## src/rtl/rev_counter_ctrl_if.sv

```systemverilog
// Handshake bundle for the reversible counter run controller.
// master = button front-end / display side, slave = controller.
interface rev_counter_ctrl_if #(
    parameter int CNT_W = 16
);
    logic             start;
    logic             stop;
    logic             load;
    logic [CNT_W-1:0] load_val;
    logic             dir;
    logic             wrap_en;
    logic [CNT_W-1:0] cnt;
    logic             rc;
    logic             running;
    logic             done;
    logic [1:0]       state;

    modport master (
        output start, stop, load, load_val, dir, wrap_en,
        input  cnt, rc, running, done, state
    );

    modport slave (
        input  start, stop, load, load_val, dir, wrap_en,
        output cnt, rc, running, done, state
    );
endinterface

```

## src/rtl/rev_counter_ctrl.sv

```systemverilog
// Run controller for the 16-bit up/down counter with tick prescaler.
// Optional AUTO_REVERSE_EN: bounce at terminal count instead of halting.
module rev_counter_ctrl #(
    parameter int CNT_W    = 16,
    parameter int TICK_DIV = 100000000
) (
    input logic               clk,
    input logic               rst,
    rev_counter_ctrl_if.slave bus
);
    localparam int PW = $clog2(TICK_DIV);
    localparam logic [PW-1:0] PRE_TOP = PW'(TICK_DIV - 1);
    localparam logic [CNT_W-1:0] ONE = CNT_W'(1);

    typedef enum logic [1:0] {
        IDLE  = 2'd0,
        RUN   = 2'd1,
        PAUSE = 2'd2,
        HALT  = 2'd3
    } state_t;

    state_t           state_q, state_d;
    logic [CNT_W-1:0] cnt_q, cnt_d;
    logic [PW-1:0]    pre_q, pre_d;
    logic             done_q, done_d;
    logic             run_q;
    logic             dir_eff;
    logic             term;
    logic             tick;

`ifdef AUTO_REVERSE_EN
    logic dir_q, dir_d;

    assign dir_eff = dir_q;

    always_ff @(posedge clk or posedge rst) begin
        if (rst) dir_q <= 1'b0;
        else     dir_q <= dir_d;
    end
`else
    assign dir_eff = bus.dir;
`endif

    assign term = dir_eff ? (cnt_q == '0) : (cnt_q == '1);
    assign tick = (state_q == RUN) && (pre_q == PRE_TOP);

    always_comb begin
        state_d = state_q;
        cnt_d   = cnt_q;
        pre_d   = pre_q;
        done_d  = 1'b0;
`ifdef AUTO_REVERSE_EN
        dir_d   = dir_q;
`endif
        if (bus.load) begin
            cnt_d = bus.load_val;
            pre_d = '0;
            if (state_q == HALT) state_d = IDLE;
`ifdef AUTO_REVERSE_EN
            dir_d = bus.dir;
`endif
        end else begin
            unique case (state_q)
                IDLE: begin
                    if (bus.start && !bus.stop) begin
                        state_d = RUN;
`ifdef AUTO_REVERSE_EN
                        dir_d = bus.dir;
`endif
                    end
                end
                RUN: begin
                    // a stop cycle freezes prescaler and count
                    if (bus.stop) begin
                        state_d = PAUSE;
                    end else if (tick) begin
                        pre_d = '0;
                        if (term && !bus.wrap_en) begin
`ifdef AUTO_REVERSE_EN
                            dir_d = ~dir_q;
                            cnt_d = dir_q ? cnt_q + ONE : cnt_q - ONE;
`else
                            state_d = HALT;
                            done_d  = 1'b1;
`endif
                        end else begin
                            cnt_d = dir_eff ? cnt_q - ONE : cnt_q + ONE;
                        end
                    end else begin
                        pre_d = pre_q + PW'(1);
                    end
                end
                PAUSE: begin
                    if (bus.stop) begin
                        state_d = IDLE;
                        pre_d   = '0;
                    end else if (bus.start) begin
                        state_d = RUN;
                    end
                end
                HALT: begin
                    if (bus.stop) state_d = IDLE;
                end
                default: ;
            endcase
        end
    end

    always_ff @(posedge clk or posedge rst) begin
        if (rst) begin
            state_q <= IDLE;
            cnt_q   <= '0;
            pre_q   <= '0;
            done_q  <= 1'b0;
            run_q   <= 1'b0;
        end else begin
            state_q <= state_d;
            cnt_q   <= cnt_d;
            pre_q   <= pre_d;
            done_q  <= done_d;
            run_q   <= (state_d == RUN);
        end
    end

    assign bus.cnt     = cnt_q;
    assign bus.rc      = term;
    assign bus.running = run_q;
    assign bus.done    = done_q;
    assign bus.state   = state_q;
endmodule

```

## src/flat_wrapper.sv

```systemverilog
// flat-port wrapper written by rule: the top's interface ports become plain ports
module rev_counter_ctrl_flat 
#(
    parameter int CNT_W    = 16,
    parameter int TICK_DIV = 100000000
)
  (clk, rst, bus_start, bus_stop, bus_load, bus_load_val, bus_dir, bus_wrap_en, bus_cnt, bus_rc, bus_running, bus_done, bus_state);
  rev_counter_ctrl_if #(.CNT_W(CNT_W)) bus_i ();
  input logic clk;
  input logic rst;
  input wire logic [$bits(bus_i.start)-1:0] bus_start;
  input wire logic [$bits(bus_i.stop)-1:0] bus_stop;
  input wire logic [$bits(bus_i.load)-1:0] bus_load;
  input wire logic [$bits(bus_i.load_val)-1:0] bus_load_val;
  input wire logic [$bits(bus_i.dir)-1:0] bus_dir;
  input wire logic [$bits(bus_i.wrap_en)-1:0] bus_wrap_en;
  output wire logic [$bits(bus_i.cnt)-1:0] bus_cnt;
  output wire logic [$bits(bus_i.rc)-1:0] bus_rc;
  output wire logic [$bits(bus_i.running)-1:0] bus_running;
  output wire logic [$bits(bus_i.done)-1:0] bus_done;
  output wire logic [$bits(bus_i.state)-1:0] bus_state;
  assign bus_i.start = bus_start;
  assign bus_i.stop = bus_stop;
  assign bus_i.load = bus_load;
  assign bus_i.load_val = bus_load_val;
  assign bus_i.dir = bus_dir;
  assign bus_i.wrap_en = bus_wrap_en;
  assign bus_cnt = bus_i.cnt;
  assign bus_rc = bus_i.rc;
  assign bus_running = bus_i.running;
  assign bus_done = bus_i.done;
  assign bus_state = bus_i.state;
  rev_counter_ctrl #(.CNT_W(CNT_W), .TICK_DIV(TICK_DIV)) u_core (.clk(clk), .rst(rst), .bus(bus_i));
endmodule
```

## config.mk

```make
export PLATFORM = sky130hd
export DESIGN_NAME = rev_counter_ctrl_flat
export DESIGN_NICKNAME = d
export VERILOG_FILES = /design/src/rtl/rev_counter_ctrl_if.sv /design/src/rtl/rev_counter_ctrl.sv /design/src/flat_wrapper.sv
export SDC_FILE = /design/constraint.sdc
export NUM_CORES = 1
export LEC_CHECK = 0
export CORE_UTILIZATION = 59
export DETAILED_ROUTE_END_ITERATION = 10
export PLACE_DENSITY = 0.86
export REMOVE_ABC_BUFFERS = 1
export SYNTH_ARGS = -nofsm -noshare
export SYNTH_HDL_FRONTEND = slang
export SYNTH_SLANG_ARGS = --single-unit
```

## constraint.sdc

```tcl
create_clock -name clk -period 6.4 [get_ports clk]
set_input_delay 1.92 -clock clk [delete_from_list [all_inputs] [get_ports clk]]
set_output_delay 1.92 -clock clk [all_outputs]
set_load 0.02 [all_outputs]
```

==> impl_metrics.ini, run 1 <==
; yosys + openroad results
[run_status]
status = completed

[logic_synthesis]
largest_area_cell = dfrtp_1
yosysWarnings = 0
ys_top_cells_by_area = dfrtp_1, xor2_1, ha_1, nor2_1, a21oi_1
ys_seq_share_pct = 38.5
ys_cells = 344
ys_area_mm2 = 0.00306
ys_seq_elements = 47
ys_types = 53
syn-cell-area_mm2 = 0.00306
syn_avg_cell_area_um2 = 8.89
synth_top_area_share_pct = 38.5
syn-instance-count = 344
synthArstFlopShare_pct = 100
ys.flop_type = dfrtp_1
edf_count = 0

[cells_and_area]
syn2layout_area_growth_pct = 18.9
n_fill_cell = 371
diodes = 0
finalNetCount = 427
layout-drive-gt1-share_pct = 5.40
fin_util_pct = 75.0

[setup_path]
crit_required_ns = 4.48
crit_type = in2out
worstSetupEndpointType = primary output
crit_arrival_ns = 3.88
critPathLaunchType = primary input
path_common_cell = clkdlybuf4s50_1
timing.rr.start = u_core.bus.cnt[0]
r2r_slack_ns = 3.83
worstReg2RegEnd = u_core.bus.cnt[14]
cp_max_fo = 3
crit_chain = clkdlybuf4s50_1 -> or4_4 -> o31ai_2 -> clkdlybuf4s50_1
cpPeakStageDelay_ns = 0.66
ff2ff_path_depth = 9
crit_path_top_delay_cell = clkdlybuf4s50_1

[floorplanning]
chipArea_mm2 = 0.00547
rows = 25
core_util_floorplan_pct = 63.0
die-height_um = 74.0
die_x_um = 74.0

[global_routing]
grt_overflow_total = 0
grt_pass1_vias = 2543
grt_max_degree = 48
antenna_found_initial = 0
grt_pass1_wl_um = 11700

[clock_network]
cts-htree-levels = 2
cts_buffer_depth = 2
cts-resized-gates = 0
cts_sinks = 47
tritoncts = done
hold_buffers = 0
cts_root_buf = clkbuf_8
clock_latency_ns = 0.31

[power]
peakVddDrop_uv = 129
total_power_uw = 718
powerDensity_mw_per_mm2 = 197
p_leak_nw = 1.54

[detailed_routing]
drtIter0Drc = 174
viasPerCell = 5.81
drc = 0
ant_nets = 0
dr.pass1.iters = 4

[sta]
post-route-period-util_pct = 90.7
drv_slew = 0
maxSlewHeadroom_pct = 34.2
max_freq_ghz = 0.172
rsz0062_at_grt = no
final.setup.tns_ns = 0
fin_skew_ns = 0.00495
final_hold_viol_count = 0
min_period_ns = 5.80
setup_viol = 0
holdWs_ns = 0.519
worst_slew_pin_slew_ns = 0.986

[placement]
gp_congestion = 0.898
dp.cells = 448
dpl.hpwl_um = 5030

[hold_path]
holdPathStages = 2
holdCritPathClass = reg2reg
hold_start = u_core.pre_q[1]
holdPathEnd = u_core.pre_q[1]

[run]
timing.max_cap.violations = 0
-- run 1: placed cells by master (no fill, tap or decap), types with 5 or more instances in the layout --
cell type,count
xnor2_1,9
inv_1,7
o21a_1,6
clkbuf_8,6
buf_4,5
o21ai_0,15
a21oi_1,26
nor2b_1,5
xor2_1,27
dfrtp_1,47
nor3_1,8
nand3_1,11
nand4_1,16
clkdlybuf4s50_1,43
o21ai_1,7
nor2_1,45
ha_1,15
nand2_1,33
-- run 1: per-layer routing --
metal | GRT usage (%) | up-vias | share of wire, %
met1 | 38.2 | 1263 | 48
met4 | 11.5 | 0 | 1.2
met3 | 3.39 | 8 | 4.5
met2 | 45.6 | 62 | 47
li1 | - | 1317 | -
met5 | 0 | - | 0
-- run 1: synthesized netlist by cell type (4+ instances only) --
master / number
nor2b_1: 5
o21a_1: 6
ha_1: 15
o21ai_1: 7
nor2_1: 45
nand2_1: 33
inv_1: 8
a21oi_1: 26
xnor2_1: 9
nand4_1: 16
mux2i_1: 4
dfrtp_1: 47
xor2_1: 27
nand3_1: 11
nor3_1: 8
a21o_1: 4
o21ai_0: 15
-- run 1: area by class of cell --
| class | instances | area, um2 | area share (%) |
|---|---|---|---|
| inverters | 8 | 30.0 | 0.826 |
| clock buffers | 6 | 82.6 | 2.27 |
| repair buffers | 48 | 468 | 12.9 |
| well taps | 67 | 83.8 | 2.31 |
| flip-flops and latches | 47 | 1180 | 32.4 |
| multi-input cells | 278 | 1780 | 48.9 |
| clock inverters | 2 | 16.3 | 0.448 |
-- run 1: report_power, final --
part / switching [mW] / internal [mW] / leakage (nW)
Sequential: 0.0195 / 0.310 / 0.618
Clock: 0.108 / 0.0883 / 0.0474
Combinational: 0.105 / 0.0877 / 0.877
-- run 1: cell families (layout without fill, tap and decap cells) --
| kind of cell | after synthesis | count (layout) | share of synthesized area (%) |
|---|---|---|---|
| fa+ha+maj | 16 | 16 | 6.79 |
| xor+xnor | 36 | 36 | 10.3 |
| mux | 4 | 4 | 1.31 |
| buf+inv | 19 | 64 | 3.36 |
| flops | 47 | 47 | 38.5 |
| simple gates | 143 | 143 | 23.7 |
| compound gates | 79 | 79 | 16.1 |
-- run 1: worst max path at each step --
stage	slack [ns]	to	startpoint	cells past startpoint
floorplan	1.59	bus_rc	bus_dir	2
global placement	0.58	bus_rc	bus_dir	4
detailed placement	0.60	bus_rc	bus_dir	4
CTS	0.60	bus_rc	bus_dir	4
global route	0.56	bus_rc	bus_dir	4
finish	0.60	bus_rc	bus_dir	4
-- run 1: worst max-delay path: cells and delay by family --
kind | cells | cell delay, ns
compound gates | 1 | 0.27
buf+inv | 2 | 1.13
simple gates | 1 | 0.57
-- run 1: through the flow --
step	area, um2	setup slack, ns
global route	3630	0.558
detailed placement	3540	0.598
finish	3630	0.596
floorplan	2980	1.59
global placement	3540	0.581
CTS	3630	0.598
-- run 1: registers in the layout (all words and copies together) (netlist names) --
signal,flops
u_core.bus.cnt,16
u_core.bus.state,2
u_core.bus.done,1
u_core.pre_q,27
u_core.bus.running,1
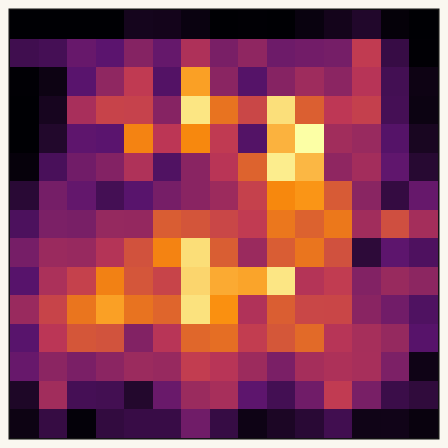
(run_1/wire_density.png)
The die is cut into 15 by 15 equal tiles; black is low, pale yellow is high, scaled to the fullest tile. Values are wire area over tile area, all layers added.
fullest tile	0.52
nearly empty tiles	6.7%
tiles over half the peak	29%
mean over tiles	0.20
drt total wl: 6810 um
Total GRT Usage: 28.0%
vias: 2650
routed len/inst: 14.9 um

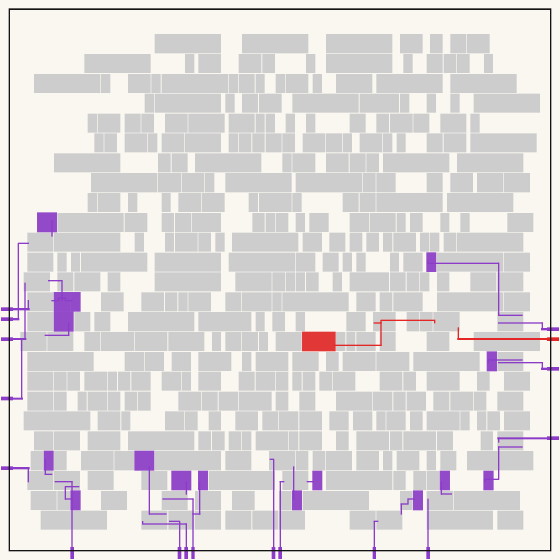
(run_1/port_nets.png)
colour	port	bits	direction	edge	end cells	buffers	wire
purple	bus_load_val	16	input	8 bottom, 5 left, 3 right	16	16	215 um
red	bus_rc	1	output	right	1	1	32.2 um
Top Ports: 44
Port Buffer Count: 43

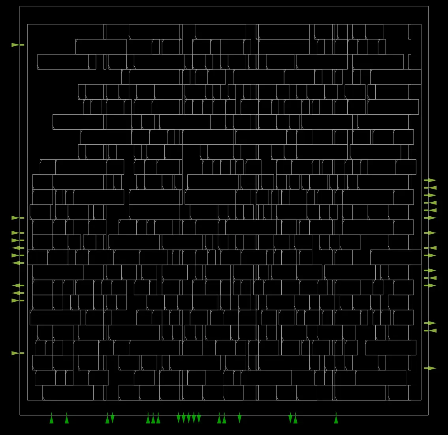
(run_1/final_placement.png)
fin cells: 456
Seq area share: 32.4%
Core Region: 0.00485 mm2

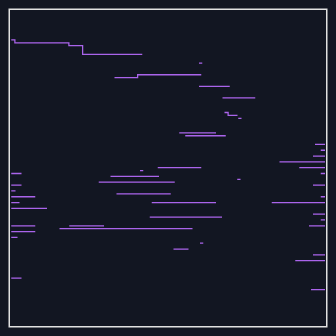
(run_1/met3.png)
nets with wire on the layer	40
main direction	horizontal
longest straight run	30.8 um

==> inputs of run 2 (changes only) <==
--- a/config.mk
+++ b/config.mk
@@ -7,6 +7,7 @@
 export LEC_CHECK = 0
 export CORE_UTILIZATION = 59
 export DETAILED_ROUTE_END_ITERATION = 10
+export MAX_ROUTING_LAYER = met4
 export PLACE_DENSITY = 0.86
 export REMOVE_ABC_BUFFERS = 1
 export SYNTH_ARGS = -nofsm -noshare
==> run 2 against run 1 <==
Compared with the run above: synthesized cell count did not move; non-clock buffer count did not move; critical endpoint unchanged; critical path depth did not move; final cell count did not move; routed wire length rose by 2.2%; largest power group unchanged; sequential power barely moved.
==> impl_metrics.ini, run 2 <==
; yosys + openroad results
[run_status]
status = completed

[clock_network]
cts_buffer_depth = 2
hold_buffers = 0
cts_sinks = 47
cts-htree-levels = 2
cts_root_buf = clkbuf_8
cts-resized-gates = 0
post_cts_buffers = 0
tritoncts = done
numCtsBuffers = 5
cts.clk_slew.worst_paths_ns = 0.09
clock_latency_ns = 0.31

[global_routing]
globalRouteTotalUtil_pct = 28.9
grt_max_degree = 48
grt_overflow_total = 0
grt_pass1_vias = 2511
grt_util_met1_pct = 39.8
grt_use_met2_pct = 42.8
grt_use_met3_pct = 6.10
antenna_found_initial = 0
busiest_layer = met2
grt_pass1_wl_um = 11700

[setup_path]
crit_arrival_ns = 3.91
crit_required_ns = 4.48
path_delay_family = buffers and inverters
path_common_cell = clkdlybuf4s50_1
timing.rr.start = u_core.bus.cnt[0]
crit_buf_inv = 2
crit_type = in2out
ff2ff_path_depth = 9
r2r_slack_ns = 3.85
crit_path_top_delay_cell = clkdlybuf4s50_1
crit_chain = clkdlybuf4s50_1 -> or4_4 -> o31ai_2 -> clkdlybuf4s50_1
worstReg2RegEnd = u_core.bus.cnt[14]
cpPeakStageDelay_ns = 0.67
worst-path-stages = 4
worstSetupEndpointType = primary output
cp_max_fo = 3
critPathLaunchType = primary input

[logic_synthesis]
ys.flop_type = dfrtp_1
synthTopCellsByCount = dfrtp_1, nor2_1, nand2_1
synthArstFlopShare_pct = 100
ys_cells = 344
syn_avg_cell_area_um2 = 8.89
yosysMostFrequentCell = dfrtp_1
ys_area_mm2 = 0.00306
ys_seq_share_pct = 38.5
syn-cell-area_mm2 = 0.00306
syn-instance-count = 344
ys_seq_elements = 47
ys_top_cells_by_area = dfrtp_1, xor2_1, ha_1, nor2_1, a21oi_1
largest_area_cell = dfrtp_1
edf_count = 0
yosysWarnings = 0
ys_types = 53
synth_top_area_share_pct = 38.5

[cells_and_area]
finalNetCount = 427
layout.cells.non_filler = 456
logic_area_mm2 = 0.00178
top_register = u_core.pre_q
layout-drive-gt1-share_pct = 5.40
design_area_mm2 = 0.00363
lay_top_count = dfrtp_1
diodes = 0
syn2layout_area_growth_pct = 18.9
final_cell_mix = dfrtp_1, nor2_1, clkdlybuf4s50_1
largest_reg_flops = 27

[sta]
fin_skew_ns = 0.00942
maxSlewHeadroom_pct = 35.6
final_hold_viol_count = 0
rsz0062_at_grt = no
setup_viol = 0
setup_ws_ns = 0.574
min_period_ns = 5.83
max_freq_ghz = 0.172
drv_slew = 0
worst_slew_pin_slew_ns = 0.964
final.setup.tns_ns = 0
post-route-period-util_pct = 91.0

[run]
warning_count = 25
timing.max_cap.violations = 0

[placement]
placed_area_mm2 = 0.00354
dpl.hpwl_um = 4890
portBuffers = 43
dp.cells = 448
post-place-ws_ns = 0.585
gp_congestion = 0.906

[detailed_routing]
post_drt_wl_per_cell_um = 15.3
wirelength_um = 6970
dr.pass1.iters = 4
viasPerCell = 5.89
drc = 0
vias = 2687
ant_nets = 0
drtIter0Drc = 223

[floorplanning]
core_mm2 = 0.00485
chipArea_mm2 = 0.00547
die-height_um = 74.0
core_util_floorplan_pct = 63.0
die_x_um = 74.0
ioPinCount = 44

[power]
powerDensity_mw_per_mm2 = 198
peakVddDrop_uv = 125
p_leak_nw = 1.54

[hold_path]
holdPathStages = 1
hold_start = u_core.pre_q[0]
holdCritPathClass = reg2reg
holdPathEnd = u_core.pre_q[0]
-- run 2: cell counts in the layout (fill, tap and decap cells not counted) --
Identical to the previous run, type by type.
-- run 2: per-stage QoR --
step	power (mW)	hold slack [ns]
after CTS	0.721	0.539
after floorplan	0.451	0.476
after detailed placement	0.525	0.522
after global routing	0.755	0.564
after global placement	0.522	0.498
final	0.719	0.536
-- run 2: report_power, final --
group | switching (mW) | internal [mW]
combinational | 0.106 | 0.0880
clock | 0.107 | 0.0883
sequential | 0.0193 | 0.310
-- run 2: layout make-up --
cell class                      instances  area share, %
Multi-Input combinational cell        278           48.9
Sequential cell                        47           32.4
Timing Repair Buffer                   48           12.9
Tap cell                               67           2.31
Clock buffer                            6           2.27
Inverter                                8          0.826
Clock inverter                          2          0.448
-- run 2: cell families (layout without fill, tap and decap cells) --
group	after synthesis	after routing	synth area share (%)
xor gates and xnor gates	36	36	10.3
DFF	47	47	38.5
and+or+nand+nor	143	143	23.7
AOI/OAI and AO/OA	79	79	16.1
muxes	4	4	1.31
buffers and inverters	19	64	3.36
adders and majority gates	16	16	6.79
-- run 2: layer usage --
layer / routed length [um] / vias up
met2: 3130 / 81
li1: - / 1330
met3: 460 / 8
met5: 0 / -
met4: 89 / 0
met1: 3280 / 1268
-- run 2: worst max-delay path by stage --
stage | from | end | slack [ns]
after CTS | bus_dir | bus_rc | 0.58
after global routing | bus_dir | bus_rc | 0.56
after floorplan | bus_dir | bus_rc | 1.59
after detailed placement | bus_dir | bus_rc | 0.58
final | bus_dir | bus_rc | 0.57
after global placement | bus_dir | bus_rc | 0.61
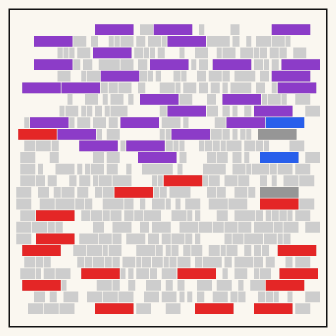
(run_2/registers.png)
Other sequential cells in the stronger grey, the rest of the logic in the fainter grey.
colour	name in the netlist	sequential cells
purple	u_core.pre_q	27
red	u_core.bus.cnt	16
blue	u_core.bus.state	2
seq pwr: 329 uW
final core utilization: 75.0%
Reg area: 0.00118 mm2

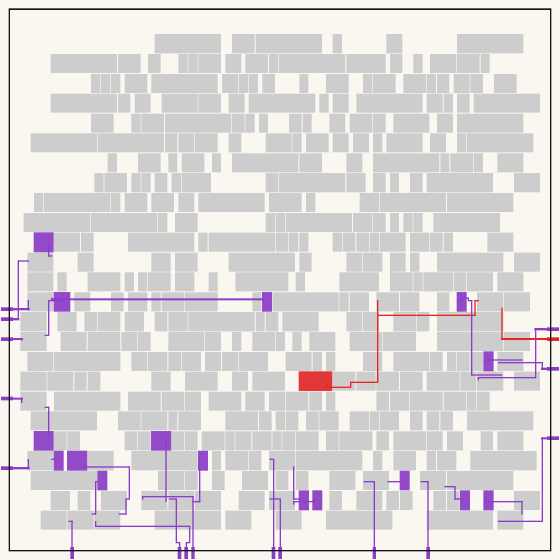
(run_2/port_nets.png)
colour	port	bits	direction	edge	end cells	buffers	wire
red	bus_rc	1	output	right	1	1	45.8 um
purple	bus_load_val	16	input	8 bottom, 5 left, 3 right	16	16	268 um

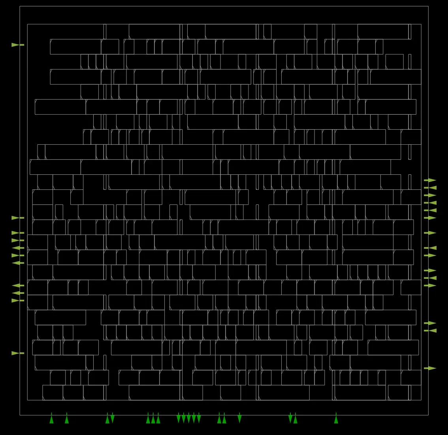
(run_2/final_placement.png)
flip-flops: 47
row cnt: 25
# fillers: 371

Power and IR drop assume default switching activity.
